Fig. 1: met4 routing
Scale: 2 px per um. Supply wires on this layer in grey.
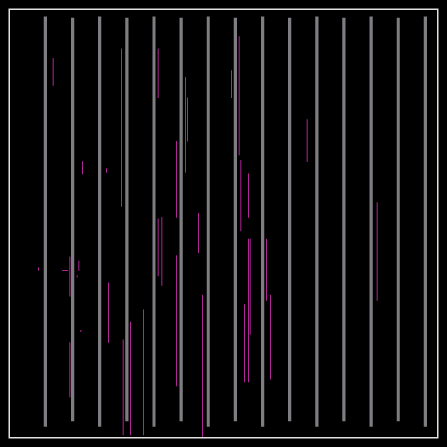
Fig. 2: nets reached from selected ports
Scale: 1 px per um.
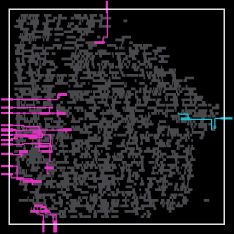
Fig. 3: routing congestion
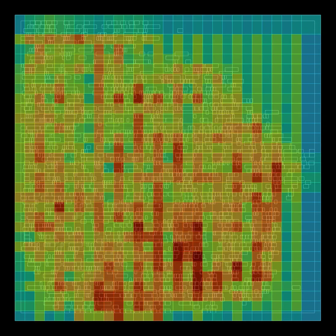
Fig. 4: clock distribution
Scale: 2 px per um.
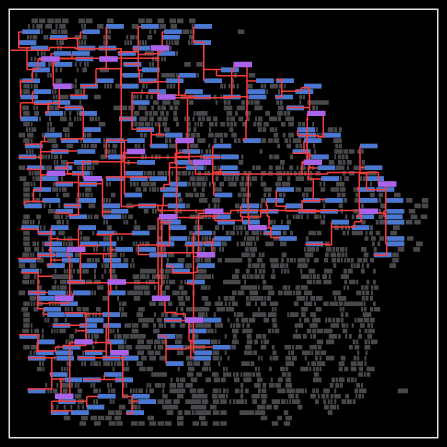
### src/rtl/alu_pipe_stage.sv
// nqcpu execute stage: operand select, single-cycle ALU or iterative multiply, registered output.
// Define ALU_FWD_EN to let a later stage's result replace stale register reads.
module alu_pipe_stage #(
  parameter int DATA_W = 16,
  parameter int REG_AW = 3,
  parameter int CTRL_W = 33
) (
  input  logic              clk,
  input  logic              rst_n,
  input  logic              in_valid,
  output logic              in_ready,
  input  logic [3:0]        in_op,
  input  logic [1:0]        in_src1_sel,
  input  logic [1:0]        in_src2_sel,
  input  logic [REG_AW-1:0] in_rega,
  input  logic [REG_AW-1:0] in_regb,
  input  logic [DATA_W-1:0] in_dataa,
  input  logic [DATA_W-1:0] in_datab,
  input  logic [DATA_W-1:0] in_mem_data,
  input  logic [DATA_W-1:0] in_imm,
  input  logic [DATA_W-1:0] in_pc,
  input  logic [CTRL_W-1:0] in_ctrl,
  input  logic              fwd_valid,
  input  logic [REG_AW-1:0] fwd_reg,
  input  logic [DATA_W-1:0] fwd_data,
  output logic              out_valid,
  input  logic              out_ready,
  output logic [DATA_W-1:0] out_result,
  output logic              out_zero,
  output logic              out_carry,
  output logic [CTRL_W-1:0] out_ctrl,
  output logic [DATA_W-1:0] out_imm,
  output logic [DATA_W-1:0] out_pc,
  output logic              busy
);

  localparam int CNT_W = $clog2(DATA_W + 1);

  localparam logic [3:0] OP_ADD = 4'd0;
  localparam logic [3:0] OP_SUB = 4'd1;
  localparam logic [3:0] OP_AND = 4'd2;
  localparam logic [3:0] OP_OR  = 4'd3;
  localparam logic [3:0] OP_XOR = 4'd4;
  localparam logic [3:0] OP_NOT = 4'd5;
  localparam logic [3:0] OP_SHL = 4'd6;
  localparam logic [3:0] OP_SHR = 4'd7;
  localparam logic [3:0] OP_PX  = 4'd8;
  localparam logic [3:0] OP_PY  = 4'd9;
  localparam logic [3:0] OP_MUL = 4'd10;

  typedef enum logic [1:0] {IDLE, MUL, DONE} state_t;
  state_t state, stateNext;

  logic              accept, isMul;
  logic [DATA_W-1:0] regA, regB, opX, opY, aluRes;
  logic              aluCarry;
  logic [DATA_W:0]   sum;

  logic [2*DATA_W-1:0] mcandReg, accReg;
  logic [DATA_W-1:0]   mplierReg, immShadow, pcShadow;
  logic [CTRL_W-1:0]   ctrlShadow;
  logic [CNT_W-1:0]    cntReg;

  assign in_ready = (state == IDLE) && (!out_valid || out_ready);
  assign accept   = in_valid && in_ready;
  assign isMul    = (in_op == OP_MUL);
  assign busy     = (state == MUL);

`ifdef ALU_FWD_EN
  assign regA = (fwd_valid && fwd_reg == in_rega) ? fwd_data : in_dataa;
  assign regB = (fwd_valid && fwd_reg == in_regb) ? fwd_data : in_datab;
`else
  logic unusedFwd;
  assign unusedFwd = ^{fwd_valid, fwd_reg, fwd_data, in_rega, in_regb};
  assign regA = in_dataa;
  assign regB = in_datab;
`endif

  always_comb begin
    opX = regA;
    case (in_src1_sel)
      2'd0:    opX = regA;
      2'd1:    opX = in_mem_data;
      2'd2:    opX = in_imm;
      default: opX = in_pc;
    endcase
    opY = regB;
    case (in_src2_sel)
      2'd0:    opY = regB;
      2'd1:    opY = ~regB;
      2'd2:    opY = in_pc;
      default: opY = in_imm;
    endcase
  end

  // Undefined opcodes (and MUL, which completes elsewhere) fall through to zero.
  always_comb begin
    aluRes   = '0;
    aluCarry = 1'b0;
    sum      = '0;
    case (in_op)
      OP_ADD: begin
        sum      = {1'b0, opX} + {1'b0, opY};
        aluRes   = sum[DATA_W-1:0];
        aluCarry = sum[DATA_W];
      end
      OP_SUB: begin
        sum      = {1'b0, opX} + {1'b0, ~opY} + (DATA_W+1)'(1);
        aluRes   = sum[DATA_W-1:0];
        aluCarry = sum[DATA_W];
      end
      OP_AND: aluRes = opX & opY;
      OP_OR:  aluRes = opX | opY;
      OP_XOR: aluRes = opX ^ opY;
      OP_NOT: aluRes = ~opX;
      OP_SHL: begin
        aluRes   = {opX[DATA_W-2:0], 1'b0};
        aluCarry = opX[DATA_W-1];
      end
      OP_SHR: begin
        aluRes   = {1'b0, opX[DATA_W-1:1]};
        aluCarry = opX[0];
      end
      OP_PX:  aluRes = opX;
      OP_PY:  aluRes = opY;
      default: ;
    endcase
  end

  always_comb begin
    stateNext = state;
    case (state)
      IDLE:    if (accept && isMul) stateNext = MUL;
      MUL:     if (cntReg == CNT_W'(DATA_W - 1)) stateNext = DONE;
      DONE:    stateNext = IDLE;
      default: stateNext = IDLE;
    endcase
  end

  always_ff @(posedge clk or negedge rst_n) begin
    if (!rst_n) state <= IDLE;
    else        state <= stateNext;
  end

  // Shift-add multiply: one multiplier bit per cycle, DONE publishes the product.
  always_ff @(posedge clk or negedge rst_n) begin
    if (!rst_n) begin
      mcandReg   <= '0;
      mplierReg  <= '0;
      accReg     <= '0;
      cntReg     <= '0;
      ctrlShadow <= '0;
      immShadow  <= '0;
      pcShadow   <= '0;
    end else if (accept && isMul) begin
      mcandReg   <= {{DATA_W{1'b0}}, opX};
      mplierReg  <= opY;
      accReg     <= '0;
      cntReg     <= '0;
      ctrlShadow <= in_ctrl;
      immShadow  <= in_imm;
      pcShadow   <= in_pc;
    end else if (state == MUL) begin
      if (mplierReg[0]) accReg <= accReg + mcandReg;
      mcandReg  <= mcandReg << 1;
      mplierReg <= mplierReg >> 1;
      cntReg    <= cntReg + CNT_W'(1);
    end
  end

  always_ff @(posedge clk or negedge rst_n) begin
    if (!rst_n) begin
      out_valid  <= 1'b0;
      out_result <= '0;
      out_zero   <= 1'b0;
      out_carry  <= 1'b0;
      out_ctrl   <= '0;
      out_imm    <= '0;
      out_pc     <= '0;
    end else if (accept && !isMul) begin
      out_valid  <= 1'b1;
      out_result <= aluRes;
      out_zero   <= (aluRes == '0);
      out_carry  <= aluCarry;
      out_ctrl   <= in_ctrl;
      out_imm    <= in_imm;
      out_pc     <= in_pc;
    end else if (state == DONE) begin
      out_valid  <= 1'b1;
      out_result <= accReg[DATA_W-1:0];
      out_zero   <= (accReg[DATA_W-1:0] == '0);
      out_carry  <= |accReg[2*DATA_W-1:DATA_W];
      out_ctrl   <= ctrlShadow;
      out_imm    <= immShadow;
      out_pc     <= pcShadow;
    end else if (out_valid && out_ready) begin
      out_valid  <= 1'b0;
    end
  end

endmodule
### config.mk
export PLATFORM = sky130hd
export DESIGN_NAME = alu_pipe_stage
export DESIGN_NICKNAME = d
export VERILOG_FILES = /design/src/rtl/alu_pipe_stage.sv
export SDC_FILE = /design/constraint.sdc
export NUM_CORES = 1
export LEC_CHECK = 0
export ABC_AREA = 0
export ABC_CLOCK_PERIOD_IN_PS = 7130
export CORE_MARGIN = 4
export CORE_UTILIZATION = 35
export DETAILED_ROUTE_END_ITERATION = 12
export PLACE_DENSITY = 0.57
export SLEW_MARGIN = 20
export SYNTH_ARGS = -nofsm -noshare
export SYNTH_HDL_FRONTEND = slang
export SYNTH_SLANG_ARGS = --single-unit
### constraint.sdc
create_clock -name clk -period 7.13 [get_ports clk]
set_input_delay 1.426 -clock clk [delete_from_list [all_inputs] [get_ports clk]]
set_output_delay 1.426 -clock clk [all_outputs]
set_load 0.01 [all_outputs]
==> impl_table.tex <==
% Generated from flow reports
\begin{tabular}{lr}
\hline
Metric & Value \\
\hline
\multicolumn{2}{l}{\textbf{Status}} \\
\quad Run status & finished, final reports clean \\
\multicolumn{2}{l}{\textbf{Power}} \\
\quad P\_int & slightly below 0.004 W \\
\quad Share of total power in the clock network & 0.239 \\
\quad P per Cell Area & between 300 and 400 nW/um2 \\
\quad Switching power summed over all nets & between 0.002 and 0.0025 W \\
\quad Switching power as a share of total power & 0.3749 \\
\quad Fraction of power consumed by sequential logic & 0.353 \\
\quad Final total power & 0.006173 W \\
\multicolumn{2}{l}{\textbf{Final timing}} \\
\quad Crit share post-route & 0.7605 \\
\quad Final slew viol count & 0 \\
\quad Aggregate negative setup slack & 0 ns \\
\quad Final hold violation count & 0 \\
\quad Clock tree skew after final layout & 0.01322 ns \\
\quad Final setup violating endpoints & 0 \\
\quad Minimum clock period & around 5.4 ns \\
\quad Slew @ Worst Pin & 1.135 ns \\
\quad Max Clock Freq & 184.4 MHz \\
\multicolumn{2}{l}{\textbf{Finish}} \\
\quad Fillers & 4067 \\
\quad Most frequently placed logic cell in the final layout & nand2\_1 \\
\quad Multi-input logic area & 8338 um2 \\
\quad Reg area & 5906 um2 \\
\quad Ratio of cells with drive above 1 in the final layout & 0.06730 \\
\multicolumn{2}{l}{\textbf{Floorplan}} \\
\quad Vertical extent of the die & roughly 210 um \\
\quad Core area & 41850 um2 \\
\quad Die Wd & roughly 210 um \\
\quad Top-level I/O count & roughly 240 \\
\quad Overall chip area & 45590 um2 \\
\quad Row cnt & 75 \\
\quad Initial standard-cell utilization of the core & 0.3532 \\
\multicolumn{2}{l}{\textbf{Critical path}} \\
\quad Endpoint of the lowest-slack register-to-register path & accReg[28] \\
\quad Maximum fanout along the worst path & 15 \\
\quad Category of the critical setup timing path & in -> reg \\
\quad CP arrival & 5.92 ns \\
\quad R2r worst-path depth & 12 \\
\quad CP peak stage delay & around 0.7 ns \\
\quad Worst Setup Start Kind & input pin \\
\quad Endpoint type of the worst setup path & flip-flop \\
\quad Reg2Reg Launch Point & mcandReg[0] \\
\quad Register-to-Register Setup Slack & 3.92 ns \\
\quad Combined buffer and inverter count along the critical path & 3 \\
\quad Slowest-stage cell, CP & mux4\_2 \\
\multicolumn{2}{l}{\textbf{Clock network}} \\
\quad H-tree levels & 1 \\
\quad Worst-path clk slew & 0.06 ns \\
\quad Cells resized by post-CTS repair & 0 \\
\quad TritonCTS Sinks & 236 \\
\quad Hold\_buf cts & 0 \\
\quad Clock buffer depth & 3 \\
\quad Clock tree from TritonCTS & done \\
\quad TritonCTS buffer count & 27 \\
\quad Worst skew pair latency & 0.56 ns \\
\quad Total setup buffers inserted after CTS & 0 \\
\multicolumn{2}{l}{\textbf{Synthesis}} \\
\quad Number of cells in the yosys synthesis report & 1702 \\
\quad Synth warn & 0 \\
\quad Number of synthesized flops with an enable pin & 0 \\
\quad Count of cell types in the netlist & 75 \\
\quad Average instance area after synthesis & 8.686 um2 \\
\quad Flip-flop and latch count after synthesis & 236 \\
\quad Netlist Area Pre-Place & about 15000 um2 \\
\quad Synthesized net count & 1940 \\
\quad Main flop type after synthesis & dfrtp\_1 \\
\quad Post-synthesis async set-or-reset flop share & 1.000 \\
\multicolumn{2}{l}{\textbf{Hold path}} \\
\quad End of the worst hold path & out\_ctrl[11] \\
\quad Worst min path class & reg -> reg \\
\quad Origin of the worst min-delay path & out\_ctrl[11] \\
\quad WHS Path Cells & 2 \\
\multicolumn{2}{l}{\textbf{Global route}} \\
\quad Aggregate global routing overflow & 0 \\
\quad Global-route wire length before repair & 77.81 mm \\
\quad Largest net degree at the start of global routing & 156 \\
\quad Initial antenna violation count & 10 \\
\quad Number of global-route vias before repair & 13190 \\
\multicolumn{2}{l}{\textbf{Routing}} \\
\quad Count of routing violations after the opening detailed-route iteration & 1142 \\
\quad Number of search-and-repair iterations in the first detailed-routing pass & 5 \\
\quad Overall routed net length & 50.03 mm \\
\quad Antenna-violating nets left & 0 \\
\multicolumn{2}{l}{\textbf{Placed design}} \\
\quad Estimated wirelength of the detail-placed design & between 30 and 40 mm \\
\quad Buffers on Ports & 210 \\
\quad Routability cong. & 0.8698 \\
\multicolumn{2}{l}{\textbf{Flow run}} \\
\quad Number of maximum-capacitance constraint violations & 0 \\
\hline
\end{tabular}
## Picture notes: Fig. 1
share of all routed wire	2.3%
nets with wire on the layer	23
longest straight run	78.9 um
wire length on this layer	1140 um

## Picture notes: Fig. 2
colour	port	bits	direction	end cells	buffers	wire
magenta	out_imm	16	output	16	16	758 um
cyan	out_zero	1	output	1	1	66.8 um

## Picture notes: Fig. 3
global routing met1 resource utilization: 0.3106
detail-routed net length per standard cell: 20.58 um
busiest layer in global routing: met2
gr usage total: 0.2153
GR met2 Demand/Resource: 0.3236

## Picture notes: Fig. 4
[purple] clock drivers | count: 27
[blue] flip-flops | count: 236
[red] clock wires | length: 3420 um
routed clock nets	28

==> how the worst max path moves through the flow <==
stage / end / from / slack (ns) / cells past startpoint
after floorplan: out_zero / in_src2_sel[0] / 2.06 / 15
after global placement: out_zero / in_src1_sel[0] / 1.21 / 13
after detailed placement: out_zero / in_src1_sel[0] / 1.18 / 13
after CTS: out_zero / in_src1_sel[0] / 1.77 / 13
after global routing: out_zero / in_src2_sel[1] / 1.40 / 15
final: out_carry / in_src1_sel[0] / 1.71 / 13
==> area by class of cell <==
cell class	count	area share
flip-flops and latches	236	0.3200
multi-input cells	1302	0.4518
clock inverters	9	0.007457
well taps	539	0.03654
clock buffers	41	0.04434
inverters	60	0.01220
repair buffers	239	0.1270
diodes	5	0.0006779
==> sequential cells by signal, indices dropped and copies added (netlist names), 32 cells and up <==
signal	flops
accReg	32
ctrlShadow	33
mcandReg	32
out_ctrl	33
==> power groups by stage <==
stage | registers, W | logic [W] | clock network, W
6_report | 0.00218 | 0.00252 | 0.00148
5_1_grt | 0.00224 | 0.00280 | 0.00157
4_1_cts | 0.00218 | 0.00252 | 0.00152
3_5_place_dp | 0.00219 | 0.00251 | 0
3_3_place_gp | 0.00219 | 0.00247 | 0
2_1_floorplan | 0.00218 | 0.00145 | 0
==> kinds of logic after synthesis <==
group | after synthesis | share of synthesized area
adder cells (fa/ha/maj) | 87 | 0.07515
multiplexers | 59 | 0.05416
flip-flops | 236 | 0.3995
XOR/XNOR | 49 | 0.02903
AND-OR/OR-AND | 436 | 0.2038
AND/OR/NAND/NOR | 671 | 0.1952
buffers and inverters | 164 | 0.04325
==> metal layers <==
layer,vias up,global-route usage,wire [um]
met2,477,0.3236,22050
met1,6606,0.3106,22680
met3,73,0.05413,4098
met5,-,0,63
li1,6383,-,-
met4,10,0.05937,1134
==> tightest hold or removal path: stages (launching register included) <==
cell	delay [ns]
dfrtp_1	0.34
nand2_1	0.05
nand2_1	0.05
==> cell usage after synthesis, types with 16 or more instances <==
cell type	n	area (um2)
inv_1	60	225.2
nor3_1	16	80.08
nor2_1	61	229.0
nand3_1	41	205.2
a221o_1	19	190.2
a22oi_1	105	788.3
ha_1	84	1051
dfrtp_1	236	5906
a21o_1	17	127.6
nand2_1	461	1730
a21oi_1	77	385.4
xnor2_1	20	175.2
o21ai_0	86	430.4
clkbuf_1	88	330.3
mux2i_1	38	380.4
xor2_1	29	254.0
mux4_2	16	360.4
==> through the flow <==
| step | area [um2] | util | hold slack, ns | cells | worst slack, ns |
|---|---|---|---|---|---|
| floorplan | 14780 | - | 0.4465 | 1702 | 2.058 |
| detailed placement | 17490 | 0.4178 | 0.4618 | 2376 | 1.178 |
| finish | 18460 | 0.4410 | 0.4738 | 2431 | 1.707 |
| global placement | 17490 | 0.4178 | 0.4578 | 2376 | 1.205 |
| global route | 18460 | 0.4410 | 0.4944 | 2431 | 1.405 |
| CTS | 18440 | 0.4407 | 0.4776 | 2426 | 1.768 |
Power is estimated from default activity; no workload was simulated.
